$ cat config.mk
export PLATFORM = sky130hd
export DESIGN_NAME = issue_ctrl
export DESIGN_NICKNAME = d
export VERILOG_FILES = /design/src/rtl/issue_ctrl.sv
export SDC_FILE = /design/constraint.sdc
export NUM_CORES = 1
export LEC_CHECK = 0
export ABC_AREA = 0
export CAP_MARGIN = 20
export CORE_UTILIZATION = 46
export CTS_CLUSTER_DIAMETER = 60
export DETAILED_ROUTE_END_ITERATION = 10
export HOLD_SLACK_MARGIN = 0.15
export PLACE_DENSITY_LB_ADDON = 0.2
export SYNTH_ARGS = -nofsm -noshare
export SYNTH_HDL_FRONTEND = slang
export SYNTH_SLANG_ARGS = --single-unit
$ cat constraint.sdc
create_clock -name clk -period 6.5 [get_ports clk]
set_input_delay 0.975 -clock clk [delete_from_list [all_inputs] [get_ports clk]]
set_output_delay 0.975 -clock clk [all_outputs]
set_load 0.02 [all_outputs]
$ cat src/rtl/issue_ctrl.sv
// Single-entry RV32I decode/issue controller with a 32-entry register scoreboard.
// Optional ISSUE_WB_BYPASS_EN: hazard check sees the current-cycle writeback as already cleared.
module issue_ctrl #(
  parameter int MAX_OUTST = 4,
  parameter int CW        = 3
) (
  input  logic          clk,
  input  logic          rst_n,
  input  logic          in_valid,
  output logic          in_ready,
  input  logic [31:0]   in_instr,
  output logic [31:0]   dec_instr,
  input  logic [6:0]    dec_type_code,
  input  logic [9:0]    dec_alu_op,
  input  logic [4:0]    dec_rs1,
  input  logic [4:0]    dec_rs2,
  input  logic [4:0]    dec_rd,
  output logic          iss_valid,
  input  logic          iss_ready,
  output logic [31:0]   iss_instr,
  output logic [9:0]    iss_alu_op,
  output logic [4:0]    iss_rs1,
  output logic [4:0]    iss_rs2,
  output logic [4:0]    iss_rd,
  output logic          iss_we,
  input  logic          wb_valid,
  input  logic [4:0]    wb_rd,
  input  logic          flush,
  output logic          illegal,
  input  logic          trap_ack,
  output logic [31:0]   busy_vec,
  output logic [CW-1:0] outstanding
);

  typedef enum logic [1:0] {ST_EMPTY, ST_FULL, ST_TRAP} state_t;

  state_t        state_q, state_d;
  logic [31:0]   instr_q, instr_d;
  logic [31:0]   busy_q, busy_d;
  logic [CW-1:0] outst_q, outst_d;

  logic          supported, use_rs1, use_rs2, writes_rd;
  logic          wb_eff, hazard, fire, inc, dec;
  logic [31:0]   busy_chk, wb_mask, set_mask;
  logic [CW-1:0] outst_chk;

  always_comb begin
    supported = 1'b1;
    use_rs1   = 1'b0;
    use_rs2   = 1'b0;
    writes_rd = 1'b0;
    case (dec_type_code)
      7'b0110011: {use_rs1, use_rs2, writes_rd} = 3'b111;
      7'b0010011: {use_rs1, use_rs2, writes_rd} = 3'b101;
      7'b0000011: {use_rs1, use_rs2, writes_rd} = 3'b101;
      7'b0100011: {use_rs1, use_rs2, writes_rd} = 3'b110;
      7'b1100011: {use_rs1, use_rs2, writes_rd} = 3'b110;
      7'b1100111: {use_rs1, use_rs2, writes_rd} = 3'b101;
      7'b1101111: {use_rs1, use_rs2, writes_rd} = 3'b001;
      7'b0110111: {use_rs1, use_rs2, writes_rd} = 3'b001;
      7'b0010111: {use_rs1, use_rs2, writes_rd} = 3'b001;
      default:    supported = 1'b0;
    endcase
  end

  // busy_q[0] is held at 0, so a writeback to x0 never counts as effective.
  assign wb_eff  = wb_valid && busy_q[wb_rd];
  assign wb_mask = wb_eff ? (32'd1 << wb_rd) : 32'd0;
  assign iss_we  = writes_rd && (dec_rd != 5'd0);

  always_comb begin
`ifdef ISSUE_WB_BYPASS_EN
    busy_chk  = busy_q & ~wb_mask;
    outst_chk = outst_q - CW'(wb_eff);
`else
    busy_chk  = busy_q;
    outst_chk = outst_q;
`endif
    hazard = (use_rs1 && busy_chk[dec_rs1]) ||
             (use_rs2 && busy_chk[dec_rs2]) ||
             (iss_we && (busy_chk[dec_rd] || (outst_chk == CW'(MAX_OUTST))));
  end

  assign iss_valid = (state_q == ST_FULL) && supported && !hazard && !flush;
  assign fire      = iss_valid && iss_ready;
  assign in_ready  = (state_q == ST_EMPTY) || fire;
  assign illegal   = (state_q == ST_TRAP);

  assign set_mask = (fire && iss_we) ? (32'd1 << dec_rd) : 32'd0;
  // A set onto a reg still busy (bypass case) keeps the count; its paired clear must not decrement.
  assign inc = fire && iss_we && !busy_q[dec_rd];
  assign dec = wb_eff && !(fire && iss_we && (dec_rd == wb_rd));

  always_comb begin
    state_d = state_q;
    instr_d = instr_q;
    busy_d  = ((busy_q & ~wb_mask) | set_mask) & ~32'd1;
    outst_d = outst_q + CW'(inc) - CW'(dec);
    case (state_q)
      ST_EMPTY: begin
        if (in_valid && !flush) begin
          state_d = ST_FULL;
          instr_d = in_instr;
        end
      end
      ST_FULL: begin
        if (flush) begin
          state_d = ST_EMPTY;
        end else if (!supported) begin
          state_d = ST_TRAP;
        end else if (fire) begin
          if (in_valid) begin
            instr_d = in_instr;
          end else begin
            state_d = ST_EMPTY;
          end
        end
      end
      ST_TRAP: begin
        if (flush || trap_ack) state_d = ST_EMPTY;
      end
      default: state_d = ST_EMPTY;
    endcase
  end

  always_ff @(posedge clk or negedge rst_n) begin
    if (!rst_n) begin
      state_q <= ST_EMPTY;
      instr_q <= 32'd0;
      busy_q  <= 32'd0;
      outst_q <= '0;
    end else begin
      state_q <= state_d;
      instr_q <= instr_d;
      busy_q  <= busy_d;
      outst_q <= outst_d;
    end
  end

  assign dec_instr   = instr_q;
  assign iss_instr   = instr_q;
  assign iss_alu_op  = dec_alu_op;
  assign iss_rs1     = dec_rs1;
  assign iss_rs2     = dec_rs2;
  assign iss_rd      = dec_rd;
  assign busy_vec    = busy_q;
  assign outstanding = outst_q;

endmodule

Figure 1. Cell sizes after repair.
Scale: 4 px per µm.
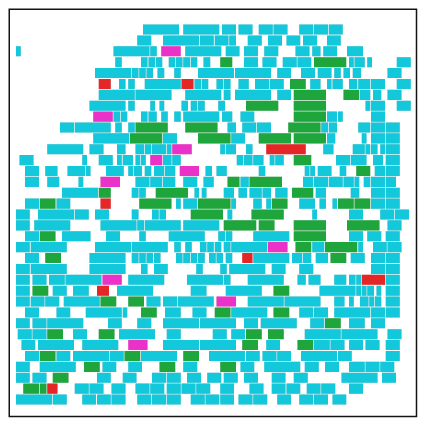
legend:
  green:
    size: drive 2
    cells: 63
  red:
    size: drive 3 to 4
    cells: 8
  cyan:
    size: drive 1 or less
    cells: 459
  magenta:
    size: drive 6 and up
    cells: 10

Figure 2. The metal 3 layer.
Scale: 3 px per µm.
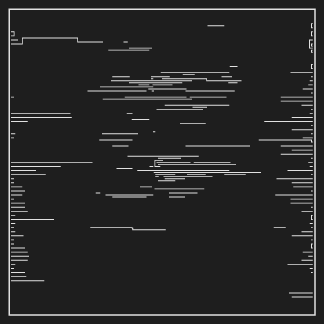
nets with wire on the layer: 135
wire length on this layer: 1170 µm
main direction: horizontal
share of all routed wire: 9.1%
longest straight run: 35.4 µm

Figure 3. The metal 2 layer.
Scale: 3 px per µm. Cells faint in the background.
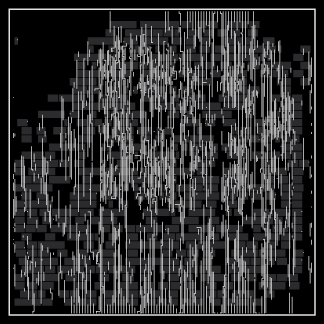
share of all routed wire: 50%
longest straight run: 45.2 µm
main direction: vertical
nets with wire on the layer: 539

Figure 4. Track usage over the die.
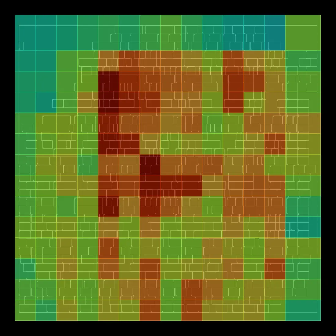
grt met2 use: 43.6%
most used routing layer: met2
Routed WL per cell: 19.1 µm
Global Route met3 Usage: 6.14%
GRT met1 Usage: 32.2%

==> ci_impl_report.md <==
## PnR job results

| Metric | Value |
|---|---|
| Initial antenna violation count | 0 |
| Vias in the first global route | 3813 |
| Die X | 101 µm |
| Slew margin rel. | 32.9% |
| Top comb family, area | multiplexers |
| Dpl ws | 1170 ps |
| Final Critical Period | 5330 ps |
| Synth warn | 0 |
| Int Pwr | 851 µW |
| Clk root buf | clkbuf_8 |
| Routability cong. | 0.878 |
| Clock skew | 13.6 ps |
| Setup ws final | 1170 ps |
| Core Util at FP | 48.3% |
| Clock slew seen by the registers of the worst setup and hold paths | 80 ps |
| DRT Pass-1 Iters | 5 |
| Final hold viol count | 0 |
| Min-Delay Path Class | flip-flop to flip-flop |
| Seq share, synth | 37.4% |
| Seq pwr share | 39.2% |
| Main flop type | dfrtp_1 |
| Area grow syn2layout | 35.6% |
| Antenna cells | 0 |
| Final Slew Violations | 0 |
| CTS resizes | 0 |
| Dpl hpwl | 9600 µm |
| Peak supply drop | 0.000192 V |
| Post-Syn Nets | 498 |
| WS Path Type | input pin to primary output |
| Max-area cell share | 37.4% |
| Post-Syn Area per Cell | 10.9 µm² |
| GR Overflow Total | 0 |
| FP Rows | 35 |
| P per Cell Area | 208 nW/µm² |
| WP data required | 5520 ps |
| Initial DRC count | 274 |
| Worst-Margin Slew | 1000 ps |
| Cells after Synth | 419 |
| Yosys stat cell total | 419 |
| Maxcap violations | 0 |
| Tool warnings | 26 |
| Count of library flops with an enable pin | 0 |
| Layout Nets | 614 |
| CTS hold repair buffers | 0 |
| IO Count | 204 |
| First-pass GRT wire length | 19900 µm |
| Endpoints failing setup | 0 |
| RSZ-0062 raised after global routing | false |
| Cell variety after synth | 52 |
| Signal arrival time at the worst endpoint | 4360 ps |
| Fin crit share | 82.0% |
| Num CTS Buffers | 9 |
| DRC violations left | 0 |
| Largest net degree at the start of global routing | 69 |
| XOR Share, Synth | 0.385% |
| Gr usage total | 25.5% |
| NetSw | 432 µW |
| Yosys top cell by area | dfrtp_1 |
| Synth async-reset ratio | 100% |
| Vias | 3860 |
| Aoi share | 13.4% |
| Combinational share of power | 36.4% |
| Final wirelength | 12700 µm |
| Post-CTS Setup Bufs | 0 |
| Seq cells post-synth | 68 |
| Yosys synthesis chip area | 4550 µm² |
| Crit end category | primary output |
| Clk buf depth | 2 |
| Share of cells above drive strength 1 | 15.0% |
| Status | finished clean |
| Switch share | 33.7% |
| Clock share of power | 24.4% |
| Die ar. | 10300 µm² |
| # clock sinks | 68 |
| Post-DR vias/cell | 5.77 |
| Top-count cell post-synth | dfrtp_1 |
| Synthesized area | 4550 µm² |
| Mux area share | 23.9% |
| Crit path max fanout | 19 |
| Die Height | 101 µm |
| Post-route ant nets | 0 |
| Sum Neg Setup Slack | 0 ps |
| Adders+Majority by Area | 0.990% |
| Synth cell count leaders | dfrtp_1 (68), o21ai_0 (65), buf_4 (59), mux2_2 (32), mux4_2 (23) |
| CTS tree | yes |
| Core Area | 9420 µm² |
| Port Buffers | 182 |
| Startpoint Class | input pin |
| Main area contributors | dfrtp_1 (37%), mux4_2 (11%), buf_4 (9.7%) |
| Fillers | 779 |
==> routing by layer <==
layer,vias to the layer above,wire length [µm],share of wire (%)
li1,1726,-,-
met1,1904,5030,39
met2,215,6430,50
met3,15,1170,9.1
met4,0,127,1.0
met5,-,0,0
==> cell usage in the layout (no fill, tap or decap), drive strengths merged, types with 2 or more instances in the layout <==
cell / instances
clkbuf: 10
a2111oi: 5
ha: 2
nand3: 7
nor3: 4
inv: 11
or3: 2
or3b: 3
dfrtp: 68
a2111o: 3
mux4: 23
mux2i: 13
nand4b: 3
nand2: 15
o21ai: 65
clkinv: 3
a221oi: 2
xnor2: 2
buf: 2
nor3b: 6
nand2b: 4
mux2: 39
a211oi: 3
nand3b: 10
a22oi: 2
a21oi: 6
clkdlybuf4s50: 181
nor2b: 11
and4b: 2
clkinvlp: 2
nor2: 13
a31oi: 3
==> through the flow <==
stage	hold WS (ps)	cell area (µm²)	instances	power (µW)	utilization [%]
final	504	6170	669	1280	65.5
after global placement	481	5990	653	974	63.6
after floorplan	454	4550	419	799	-
after global routing	543	6170	669	1340	65.5
after detailed placement	494	5990	653	981	63.6
after CTS	505	6170	669	1290	65.5
==> flip-flops by register name, indices dropped and copies added, names as in the netlist <==
register	cells
dec_instr	32
busy_vec	31
state_q	2
outstanding	3
==> power groups by stage <==
stage	sequential, µW	clock (µW)	combinational (µW)
after floorplan	562	0	237
after global placement	511	0	464
after detailed placement	513	0	468
after CTS	505	319	470
after global routing	511	340	489
final	504	313	467
==> logic make-up after synthesis <==
logic type	count (synthesis)
other	1
adder cells (fa/ha/maj)	3
AND-OR/OR-AND	97
flip-flops	68
buffers and inverters	88
XOR/XNOR	2
AND/OR/NAND/NOR	85
multiplexers	75
==> worst paths after layout <==
check                                        from                   endpoint  slack, ps  cells after the start
max in group asynchronous                   rst_n     busy_vec[27]$_DFF_PN0_       5150                      2
max reg2reg                busy_vec[19]$_DFF_PN0_   outstanding[2]$_DFF_PN0_       2780                     13
min                        state_q[1]$_DFFE_PN0P_     state_q[0]$_DFFE_PN0P_        500                      1
min in group asynchronous                   rst_n  dec_instr[27]$_DFFE_PN0P_        800                      2
min reg2reg                state_q[1]$_DFFE_PN0P_     state_q[0]$_DFFE_PN0P_        500                      1
max                                     dec_rd[0]                   in_ready       1170                      8
==> worst max-delay path: stages <==
cell	delay (ps)
clkdlybuf4s50_1	910
mux4_2	580
nor2b_1	160
a2111oi_4	360
nor3b_2	110
a2111o_1	510
o21ai_0	110
clkdlybuf4s50_1	620
==> layout make-up <==
class,instances,area (µm²),share of cell area (%)
Sequential cell,68,1700,27.6
Timing Repair Buffer,183,1820,29.6
Tap cell,129,161,2.62
Clock buffer,10,128,2.07
Clock inverter,6,50.0,0.811
Inverter,10,37.5,0.608
Multi-Input combinational cell,263,2270,36.7
No activity file was given, so power comes from the tool's default toggle rates.
